<file path="src/rtl/acc_dump.sv">
// acc_dump: snapshots the accumulator's wide result on a start request and
// streams it to the uart transmitter as a framed packet:
//   HEADER, NBYTES data bytes (least significant first), 8-bit checksum.
// Each byte goes through a SEND -> WAIT_HI -> WAIT_LO handshake against the
// uart busy flag, so the controller only has to issue one start pulse.
// All outputs are registered.

module acc_dump #(
    parameter int          WIDTH  = 128,
    parameter logic [7:0]  HEADER = 8'hA5
) (
    input  logic             clk,
    input  logic             rst,
    input  logic             start,
    input  logic [WIDTH-1:0] big,
    input  logic             busy,
    output logic             transmit,
    output logic [7:0]       data_tx,
    output logic             active,
    output logic             done
);

    localparam int NBYTES = WIDTH / 8;
    // A single-byte packet still needs a one-bit index register.
    localparam int IDX_W  = (NBYTES > 1) ? $clog2(NBYTES) : 1;
    localparam logic [IDX_W-1:0] LAST_IDX = IDX_W'(NBYTES - 1);
    localparam logic [IDX_W-1:0] IDX_ZERO = IDX_W'(0);
    localparam logic [IDX_W-1:0] IDX_ONE  = IDX_W'(1);

    // Byte handshake phases.
    typedef enum logic [1:0] {
        ST_IDLE    = 2'd0,
        ST_SEND    = 2'd1,
        ST_WAIT_HI = 2'd2,
        ST_WAIT_LO = 2'd3
    } state_t;

    // Which part of the packet the current byte belongs to.
    typedef enum logic [1:0] {
        PH_HDR  = 2'd0,
        PH_DATA = 2'd1,
        PH_CHK  = 2'd2
    } phase_t;

    // Modulo-256 running sum; the carry out is intentionally dropped.
    function automatic logic [7:0] chk_add(input logic [7:0] sum, input logic [7:0] b);
        logic [8:0] full;
        full = {1'b0, sum} + {1'b0, b};
        return full[7:0];
    endfunction

    // Registered state
    state_t           state_r;
    phase_t           phase_r;
    logic [IDX_W-1:0] idx_r;
    logic [WIDTH-1:0] shadow_r;
    logic [7:0]       chk_r;
    logic             transmit_r;
    logic [7:0]       data_tx_r;
    logic             active_r;
    logic             done_r;

    // Next-state values
    state_t           state_s;
    phase_t           phase_s;
    logic [IDX_W-1:0] idx_s;
    logic [WIDTH-1:0] shadow_s;
    logic [7:0]       chk_s;
    logic             transmit_s;
    logic [7:0]       data_tx_s;
    logic             active_s;
    logic             done_s;

    // Byte that would be issued by the current SEND
    logic [7:0]       cur_byte_s;

    // Select the outgoing byte from the packet phase and byte index.
    always_comb begin
        cur_byte_s = 8'h00;
        case (phase_r)
            PH_HDR:  cur_byte_s = HEADER;
            PH_DATA: cur_byte_s = shadow_r[{idx_r, 3'b000} +: 8];
            PH_CHK:  cur_byte_s = chk_r;
            default: cur_byte_s = 8'h00;
        endcase
    end

    // Next-state and next-output logic for the dump sequencer.
    always_comb begin
        state_s    = state_r;
        phase_s    = phase_r;
        idx_s      = idx_r;
        shadow_s   = shadow_r;
        chk_s      = chk_r;
        data_tx_s  = data_tx_r;
        active_s   = active_r;
        transmit_s = 1'b0;
        done_s     = 1'b0;

        case (state_r)
            ST_IDLE: begin
                // The done cycle is still the tail of the previous packet,
                // so a start arriving alongside done is not accepted.
                if (start && !done_r) begin
                    shadow_s = big;
                    chk_s    = 8'h00;
                    idx_s    = IDX_ZERO;
                    phase_s  = PH_HDR;
                    active_s = 1'b1;
                    state_s  = ST_SEND;
                end else begin
                    state_s  = ST_IDLE;
                end
            end

            ST_SEND: begin
                if (!busy) begin
                    transmit_s = 1'b1;
                    data_tx_s  = cur_byte_s;
                    if (phase_r == PH_DATA) begin
                        chk_s = chk_add(chk_r, cur_byte_s);
                    end else begin
                        chk_s = chk_r;
                    end
                    state_s = ST_WAIT_HI;
                end else begin
                    state_s = ST_SEND;
                end
            end

            ST_WAIT_HI: begin
                if (busy) begin
                    state_s = ST_WAIT_LO;
                end else begin
                    state_s = ST_WAIT_HI;
                end
            end

            ST_WAIT_LO: begin
                if (!busy) begin
                    case (phase_r)
                        PH_HDR: begin
                            phase_s = PH_DATA;
                            idx_s   = IDX_ZERO;
                            state_s = ST_SEND;
                        end
                        PH_DATA: begin
                            if (idx_r == LAST_IDX) begin
                                phase_s = PH_CHK;
                            end else begin
                                idx_s = idx_r + IDX_ONE;
                            end
                            state_s = ST_SEND;
                        end
                        PH_CHK: begin
                            phase_s  = PH_HDR;
                            active_s = 1'b0;
                            done_s   = 1'b1;
                            state_s  = ST_IDLE;
                        end
                        default: begin
                            phase_s  = PH_HDR;
                            active_s = 1'b0;
                            state_s  = ST_IDLE;
                        end
                    endcase
                end else begin
                    state_s = ST_WAIT_LO;
                end
            end

            default: begin
                phase_s  = PH_HDR;
                active_s = 1'b0;
                state_s  = ST_IDLE;
            end
        endcase
    end

    // State and output registers; reset aborts any packet in flight.
    always_ff @(posedge clk or posedge rst) begin
        if (rst) begin
            state_r    <= ST_IDLE;
            phase_r    <= PH_HDR;
            idx_r      <= IDX_ZERO;
            shadow_r   <= {WIDTH{1'b0}};
            chk_r      <= 8'h00;
            transmit_r <= 1'b0;
            data_tx_r  <= 8'h00;
            active_r   <= 1'b0;
            done_r     <= 1'b0;
        end else begin
            state_r    <= state_s;
            phase_r    <= phase_s;
            idx_r      <= idx_s;
            shadow_r   <= shadow_s;
            chk_r      <= chk_s;
            transmit_r <= transmit_s;
            data_tx_r  <= data_tx_s;
            active_r   <= active_s;
            done_r     <= done_s;
        end
    end

    assign transmit = transmit_r;
    assign data_tx  = data_tx_r;
    assign active   = active_r;
    assign done     = done_r;

endmodule

</file>
<file path="config.mk">
export PLATFORM = sky130hd
export DESIGN_NAME = acc_dump
export DESIGN_NICKNAME = d
export VERILOG_FILES = /design/src/rtl/acc_dump.sv
export SDC_FILE = /design/constraint.sdc
export NUM_CORES = 1
export LEC_CHECK = 0
export CORE_AREA = 8 8 118 141
export CTS_CLUSTER_DIAMETER = 30
export DETAILED_ROUTE_END_ITERATION = 12
export DIE_AREA = 0 0 126 149
export PLACE_DENSITY = 0.77
export SLEW_MARGIN = 30
export SYNTH_ARGS = -nofsm -noshare
export SYNTH_HDL_FRONTEND = slang
export SYNTH_SLANG_ARGS = --single-unit
</file>
<file path="constraint.sdc">
create_clock -name clk -period 7.1 [get_ports clk]
set_clock_uncertainty 0.05 [all_clocks]
set_input_delay 1.775 -clock clk [delete_from_list [all_inputs] [get_ports clk]]
set_output_delay 1.775 -clock clk [all_outputs]
set_load 0.02 [all_outputs]
</file>
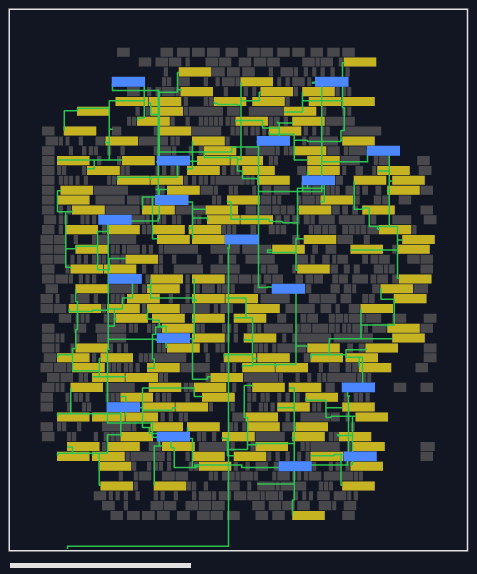
(run_1/clock_wires.png)
The bar under the picture is 50 µm long.
[yellow] flip-flops | count: 155
[green] clock wires | length: 1810 µm
[blue] clock-net drivers | count: 17
flops lie: widely spread
clk pwr: 0.000958 W
Clk network pwr share: 25.1%
Worst-Skew Late Latency: 0.44 ns

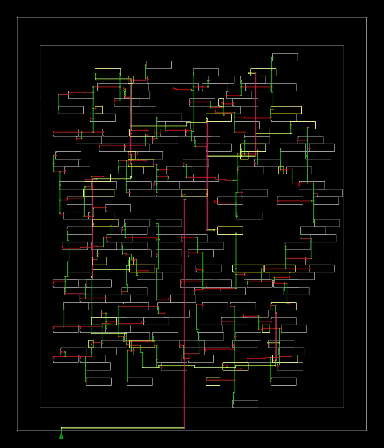
(run_1/clock_nets.png)
Flops: 155
CLK BUF: 20

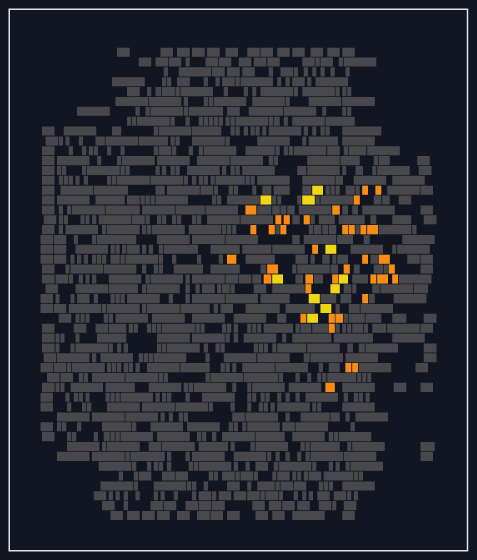
(run_1/gates.png)
| colour | family | cells |
|---|---|---|
| orange | aoi and oai cells | 37 |
| yellow | non-inverting ao/oa cells | 10 |
Final Non-Filler Cells: 1068
multi-input combinational area share: 34.1%
top logic cell by instance count in the layout: nand2_1

==> flow_metrics.tcl, run 1 <==
# place-and-route summary
set metrics [dict create \
    status "complete, no violations" \
    fmax_ghz 0.247 \
    p_leak_nw 4.52 \
    p_sw_w 0.00131 \
    fin_ws_ns 3.06 \
    rr_endpoint "chk_r[6]$_DFFE_PP0P_" \
    irDropWorstVdd_uv 172 \
    dominant_cells "registers" \
    wl_met3_um 940 \
    drc 0 \
    synthDistinctLibCells 45 \
    dieArea_um2 18800 \
    slowest_stage "mux4_2" \
    crit_path_start "idx_r[0]$_DFFE_PP0P_" \
    synth-area-yosys_um2 7310 \
    start_kind "flip-flop" \
    seq_share_pct 41.1 \
    endpoint_kind "flip-flop" \
    final-comb-area_um2 3210 \
    layout_min_cycle_time_ns 4.04 \
    hp-start "shadow_r[69]$_DFFE_PP0P_" \
    yosys-top-cells-count "396 x nand2_1, 155 x dfrtp_1, 35 x clkbuf_1" \
    hold_buffers 0 \
    wl_met1_um 7450 \
    nNonClkInverters 5 \
    path_clk_slew_ns 0.06 \
    antenna_found_initial 0 \
    syn_area_per_cell_um2 9.63 \
    comb_cells 553 \
    port_buffers 142 \
    finalHoldViolations 0 \
    topCombFamilyByArea "simple AND/OR/NAND/NOR gates" \
    boundaryPins 143 \
    clock-sinks 155 \
    ys_ff 155 \
    largest-register "shadow_r" \
    power_w 0.00382 \
    drv_cap 0 \
    flop_cell "dfrtp_1" \
    simple_gate_area_share_pct 23.9 \
    ys_seq_share_pct 53.1 \
    clock-root-buffer "clkbuf_16" \
    final_cell_area_um2 9430 \
    synth_cells 759 \
    dr_wl_met2_um 9570 \
    met3_usage_pct 5.29 \
    drt_iter0_drc 441 \
    slew_violations 0 \
    grt_pass1_wl_um 30500 \
    nets 1021 \
    vias 5708 \
    topCellsByArea "dfrtp_1 53%, nand2_1 20%, mux4_2 8.9%" \
    switching_share_pct 34.2 \
    final.period_utilization_pct 56.9 \
    setup.worst_path.end "chk_r[6]$_DFFE_PP0P_" \
    cts.repair.resized 0 \
    dp_slack_ns 2.69 \
    crit_fanout 37 \
    globalRouteOverflowTotal 0 \
    rsz0062_at_grt "no" \
    mux_share_pct 13.4 \
    largest_reg_flops 128 \
    worstPathRequired_ns 7.34 \
    grt_use_total_pct 20.8 \
    reg2reg_depth 13 \
    num_antenna_cells 0 \
    critical_path.cell_chain "buf_4, mux4_2, mux4_2, nand2b_1, a21oi_1, ha_1, fa_1, a21o_1, a21oi_1, o21bai_1, a21oi_1, xor2_1, o21ai_0" \
    critPathArrivalTime_ns 4.28 \
    holdWs_ns 0.415 \
    antenna_left 0 \
    syn-num-nets 900 \
    synthAdderAreaFrac_pct 1.64 \
    tightestPinTransition_ns 0.723 \
    r2r_setup_slack_ns 3.06 \
    viasPerCell 5.34 \
    grt_pass1_vias 6050 \
    xor_area_share_pct 0.719 \
    nWellTaps 175 \
    postLayoutCoreUtil_pct 66.0 \
    wire_per_inst_um 17.3 \
    hold-path-cell-count 2 \
    routed_wl_um 18500 \
    final-nonclk-buf-share_pct 15.5 \
    r2r-start "idx_r[0]$_DFFE_PP0P_" \
    comb_power_share_pct 35.6 \
    cts_max_level 4 \
    yosys_warnings 0 \
    cts_buffer_depth 2 \
    intPower_w 0.00252 \
    place_area_um2 8800 \
    flop_area_um2 3880 \
    fillers 1143 \
    power-top-group "sequential cells" \
    rows 48 \
    core-area_um2 14300 \
    criticalPathCategory "reg -> reg" \
    post_cts_buffers 0 \
    yosys.area.top_type_share_pct 53.1 \
    globalRoute.busiestLayer "met2" \
    cts_tree "done" \
    critPathBufInv 1 \
    dp_hpwl_um 13100 \
    warnings 26 \
    drive_gt1_share_pct 8.62 \
    clkCellAreaFrac_pct 6.65 \
    area_growth_pct 29.1 \
    gp_congestion 0.844 \
    slowest_delay_ns 0.60 \
    power_density_nw_per_um2 405 \
    edf_count 0 \
    top_area_cell "dfrtp_1" \
    min_path_type "reg -> reg" \
    crit_top_cell "a21oi_1" \
    first_pass_iters 4 \
    hold_end "shadow_r[69]$_DFFE_PP0P_" \
    compound_area_share_pct 4.11 \
    synth_area_um2 7310 \
    gr-usage-met2_pct 34.7 \
    combinationalPower_w 0.00136 \
    p_seq_share_pct 39.4 \
    ys_cells 759 \
    slew_headroom_pct 51.8 \
    async_flop_share_pct 100 \
]
==> run_1/layers.png <==
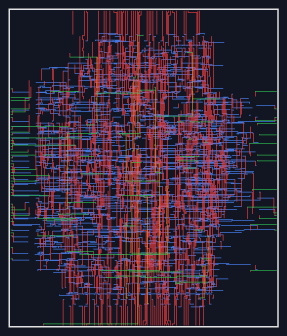

==> run 2, diff against run 1 <==
clock period = 4.24 ns   (was 7.1 ns; I/O delays follow)
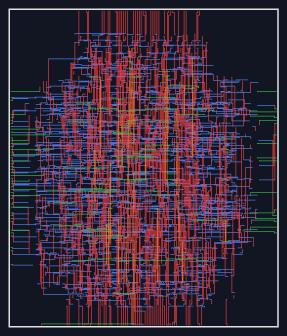
(run_2/layers.png)
| colour | layer | wire length |
|---|---|---|
| green | M3 | 1020 µm |
| red | M2 | 10900 µm |
| orange | M4 | 795 µm |
| blue | M1 | 8130 µm |
final WL: 20800 µm
routed len/inst: 19.4 µm
gr usage total: 23.2%
DR vias: 5925

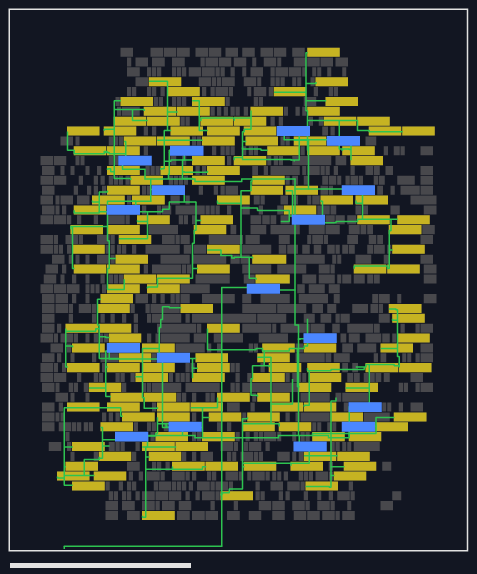
(run_2/clock_wires.png)
The bar under the picture is 50 µm long.
[yellow] flip-flops | count: 155
[blue] clock-net drivers | count: 17
[green] clock wires | length: 1770 µm
routed clock nets: 18
Clk network pwr share: 23.3%
Worst-Skew Late Latency: 0.42 ns
clk pwr: 0.00150 W

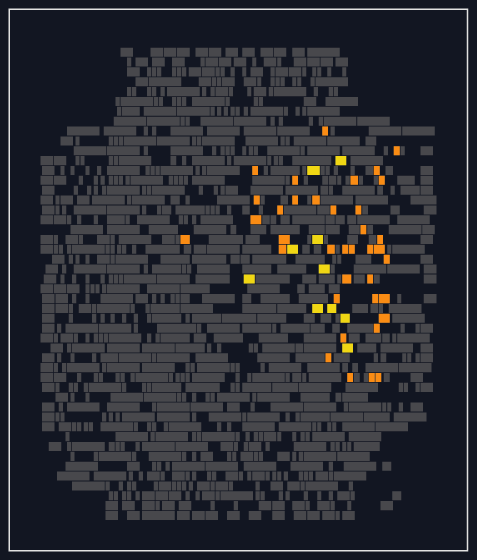
(run_2/gates.png)
| colour | family | cells |
|---|---|---|
| orange | aoi and oai cells | 37 |
| yellow | non-inverting ao/oa cells | 10 |
multi-input combinational area share: 33.8%
Final Non-Filler Cells: 1073

==> run 2 against run 1 <==
Via count up 3.8%. Synthesized cell count unchanged. Clock power grew 57%. Maximum frequency up 2.4%. Register-to-register slack worse by 2.8 ns. Area after synthesis unchanged. Highest routed layer unchanged.
==> flow_metrics.tcl, run 2 <==
# place-and-route summary
set metrics [dict create \
    status "complete, no violations" \
    grt_pass1_wl_um 33500 \
    syn-num-nets 900 \
    switching_share_pct 36.0 \
    top_area_cell "dfrtp_1" \
    topCombFamilyByArea "simple AND/OR/NAND/NOR gates" \
    async_flop_share_pct 100 \
    fin_ws_ns 0.294 \
    ys_ff 155 \
    p_seq_share_pct 42.6 \
    drt_iter0_drc 614 \
    gp_congestion 0.880 \
    nets 1026 \
    first_pass_iters 5 \
    post_cts_buffers 0 \
    path_clk_slew_ns 0.06 \
    yosys-top-cells-count "396 x nand2_1, 155 x dfrtp_1, 35 x clkbuf_1" \
    dominant_cells "registers" \
    ys_seq_share_pct 53.1 \
    critical_path.cell_chain "buf_4, mux4_2, mux4_2, a22o_1, ha_1, a21o_1, nand2_1, a31oi_1, or4_1, a21oi_1, mux2i_1" \
    criticalPathCategory "reg -> reg" \
    crit_path_start "idx_r[0]$_DFFE_PP0P_" \
    final.period_utilization_pct 93.1 \
    viasPerCell 5.52 \
    ys_cells 759 \
    mux_share_pct 13.4 \
    slowest_delay_ns 0.79 \
    comb_power_share_pct 34.1 \
    dieArea_um2 18800 \
    combinationalPower_w 0.00220 \
    wl_met3_um 1020 \
    yosys_warnings 0 \
    slew_headroom_pct 43.7 \
    power-top-group "sequential cells" \
    area_growth_pct 29.9 \
    grt_pass1_vias 6217 \
    fillers 1130 \
    setup.worst_path.end "chk_r[7]$_DFFE_PP0P_" \
    hold_buffers 0 \
    intPower_w 0.00413 \
    dr_wl_met2_um 10900 \
    min_path_type "reg -> reg" \
    synth-area-yosys_um2 7310 \
    tightestPinTransition_ns 0.845 \
    critPathBufInv 1 \
    synth_area_um2 7310 \
    p_sw_w 0.00232 \
    drv_cap 0 \
    worstPathRequired_ns 4.53 \
    drc 0 \
    cts_max_level 4 \
    postLayoutCoreUtil_pct 66.4 \
    ff_count 155 \
    topCellsByArea "dfrtp_1 53%, nand2_1 20%, mux4_2 8.9%" \
    r2r_setup_slack_ns 0.29 \
    cts_tree "done" \
    final-nonclk-buf-share_pct 16.5 \
    final_cell_area_um2 9490 \
    rr_endpoint "chk_r[7]$_DFFE_PP0P_" \
    clock-root-buffer "clkbuf_16" \
    nWellTaps 175 \
    power_density_nw_per_um2 680 \
    core-area_um2 14300 \
    cts.repair.resized 0 \
    synthAdderAreaFrac_pct 1.64 \
    critPathArrivalTime_ns 4.24 \
    clockBufferCount 21 \
    dp_slack_ns 0.301 \
    antenna_found_initial 0 \
    irDropWorstVdd_uv 335 \
    gr-usage-met2_pct 40.5 \
    holdWs_ns 0.432 \
    crit_fanout 22 \
    flop_cell "dfrtp_1" \
    rsz0062_at_grt "no" \
    num_antenna_cells 0 \
    antenna_left 0 \
    syn_area_per_cell_um2 9.63 \
    synthDistinctLibCells 45 \
    flop_area_um2 3880 \
    xor_area_share_pct 0.719 \
    rows 48 \
    boundaryPins 143 \
    port_buffers 142 \
    final-comb-area_um2 3210 \
    clkCellAreaFrac_pct 6.21 \
    hold_end "shadow_r[64]$_DFFE_PP0P_" \
    slowest_stage "dfrtp_2" \
    synth_cells 759 \
    comb_cells 553 \
    cts_buffer_depth 2 \
    yosys.area.top_type_share_pct 53.1 \
    final_layout_top_logic_cell "nand2_1" \
    met3_usage_pct 5.44 \
    warnings 28 \
    seq_share_pct 40.9 \
    clock-sinks 155 \
]
==> run_2/port_trees.png <==
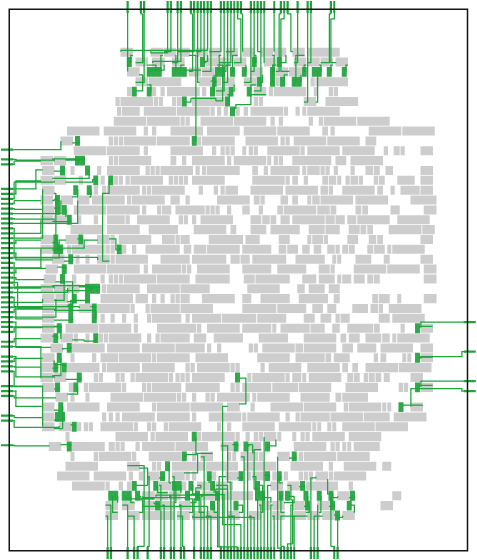

==> run 3, diff against run 2 <==
GPL_ROUTABILITY_DRIVEN = 0   (was not set)
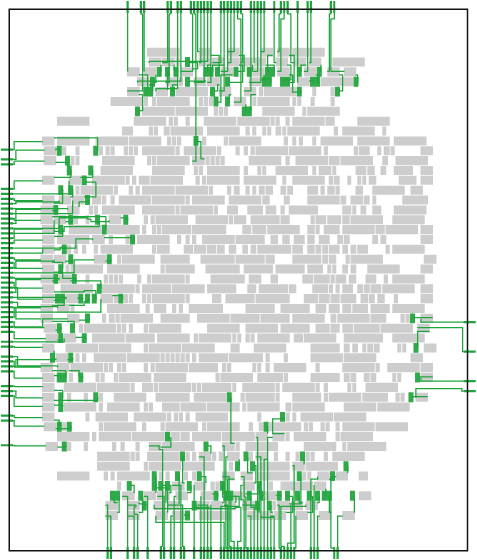
(run_3/port_trees.png)
| colour | port | bits | direction | edge | end cells | buffers | wire |
|---|---|---|---|---|---|---|---|
| green | big | 128 | input | 45 west, 44 south, 35 north, 4 east | 128 | 128 | 2810 µm |
IO Count: 143
count of buffers from port buffering: 142

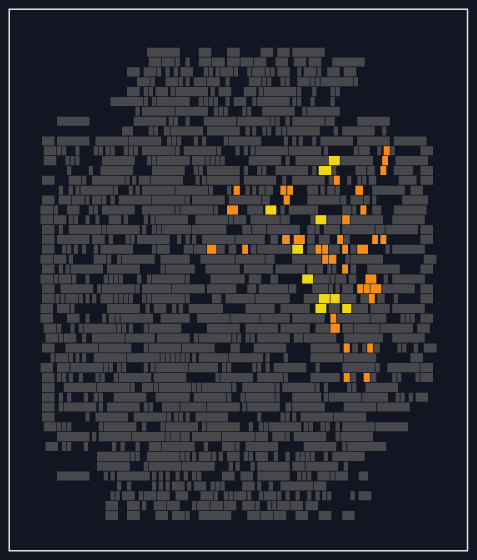
(run_3/gates.png)
| colour | family | cells |
|---|---|---|
| yellow | non-inverting ao/oa cells | 10 |
| orange | aoi and oai cells | 37 |
multi-input combinational area share: 33.8%
Final Non-Filler Cells: 1075

==> run 3 against run 2 <==
Synthesized cell count is the same. Clock-buffer cell count fell by 3. First-iteration DRC count shrank 7.7%. Register-to-register slack got worse by 0.05 ns. Cell count is 0.19% higher. Clock power about the same. Sequential share of layout area is essentially flat. Routed wire length is 0.96% lower. Critical endpoint unchanged. Highest routed layer unchanged.
==> flow_metrics.tcl, run 3 <==
# place-and-route summary
set metrics [dict create \
    status "complete, no violations" \
    drv_cap 0 \
    setup.worst_path.end "chk_r[7]$_DFFE_PP0P_" \
    layout_min_cycle_time_ns 3.99 \
    yosys.area.top_type_share_pct 53.1 \
    comb_cells 553 \
    yosys_warnings 0 \
    clock-root-buffer "clkbuf_16" \
    final-nonclk-buf-share_pct 16.5 \
    dr_wl_met2_um 10700 \
    cts_max_level 4 \
    r2r_setup_slack_ns 0.25 \
    min_path_type "reg -> reg" \
    largest-register "shadow_r" \
    dp_slack_ns 0.253 \
    critPathArrivalTime_ns 4.28 \
    p_sw_w 0.00234 \
    final_cell_area_um2 9490 \
    slew_headroom_pct 52.7 \
    drive_gt1_share_pct 9.44 \
    compound_area_share_pct 4.11 \
    wl_met1_um 7980 \
    viasPerCell 5.49 \
    grt_pass1_vias 6341 \
    largest_reg_flops 128 \
    nNonClkInverters 5 \
    final.period_utilization_pct 94.2 \
    rr_endpoint "chk_r[7]$_DFFE_PP0P_" \
    core-area_um2 14300 \
    fin_ws_ns 0.247 \
    flop_cell "dfrtp_1" \
    flop_area_um2 3880 \
    area_growth_pct 29.9 \
    synth_cells 759 \
    p_leak_nw 4.55 \
    antenna_found_initial 0 \
    first_pass_iters 4 \
    gr-usage-met2_pct 39.0 \
    top_area_cell "dfrtp_1" \
    xor_area_share_pct 0.719 \
    clk_latency_ns 0.43 \
    nWellTaps 175 \
    r2r-start "idx_r[0]$_DFFE_PP0P_" \
    hp-start "shadow_r[45]$_DFFE_PP0P_" \
    seq_share_pct 40.9 \
    ff_count 155 \
    antenna_left 0 \
    slowest_delay_ns 0.79 \
    synthDistinctLibCells 45 \
    clock-sinks 155 \
    ys_seq_share_pct 53.1 \
    slew_violations 0 \
    ys_cells 759 \
    hold-path-cell-count 2 \
    synth_area_um2 7310 \
    crit_top_cell "a21oi_1" \
    slowest_stage "dfrtp_2" \
    cts_buffer_depth 2 \
    cts.repair.resized 0 \
    globalRouteOverflowTotal 0 \
    cts_tree "done" \
    critical_path.cell_chain "buf_4, mux4_1, mux4_2, nand2b_1, a21oi_1, ha_1, nand4b_1, a31oi_1, or4_1, a21oi_1, mux2i_1" \
    dieArea_um2 18800 \
    start_kind "flip-flop" \
    intPower_w 0.00410 \
    p_clk_share_pct 23.3 \
    hold_buffers 0 \
    p_seq_share_pct 42.6 \
    critPathBufInv 1 \
    topCombFamilyByArea "simple AND/OR/NAND/NOR gates" \
    power-top-group "sequential cells" \
    synthAdderAreaFrac_pct 1.64 \
    fmax_ghz 0.250 \
    holdWs_ns 0.427 \
    endpoint_kind "flip-flop" \
    warnings 28 \
    globalRoute.busiestLayer "met2" \
    final_layout_top_logic_cell "nand2_1" \
    rsz0062_at_grt "no" \
    path_clk_slew_ns 0.06 \
    synth-area-yosys_um2 7310 \
    place_area_um2 8880 \
    nets 1028 \
    fillers 1117 \
    simple_gate_area_share_pct 23.9 \
    edf_count 0 \
    mux_share_pct 13.4 \
    finalHoldViolations 0 \
    pwr.group.clock_w 0.00150 \
    switching_share_pct 36.3 \
]
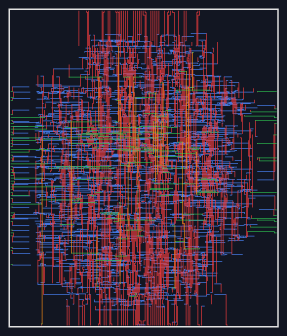
(run_3/layers.png)
| colour | layer | wire length |
|---|---|---|
| red | M2 | 10700 µm |
| green | M3 | 1110 µm |
| orange | M4 | 866 µm |
| blue | M1 | 7980 µm |
gr usage total: 23.1%
final WL: 20600 µm
DR vias: 5903
routed len/inst: 19.2 µm

No activity file was given, so power comes from the tool's default toggle rates.
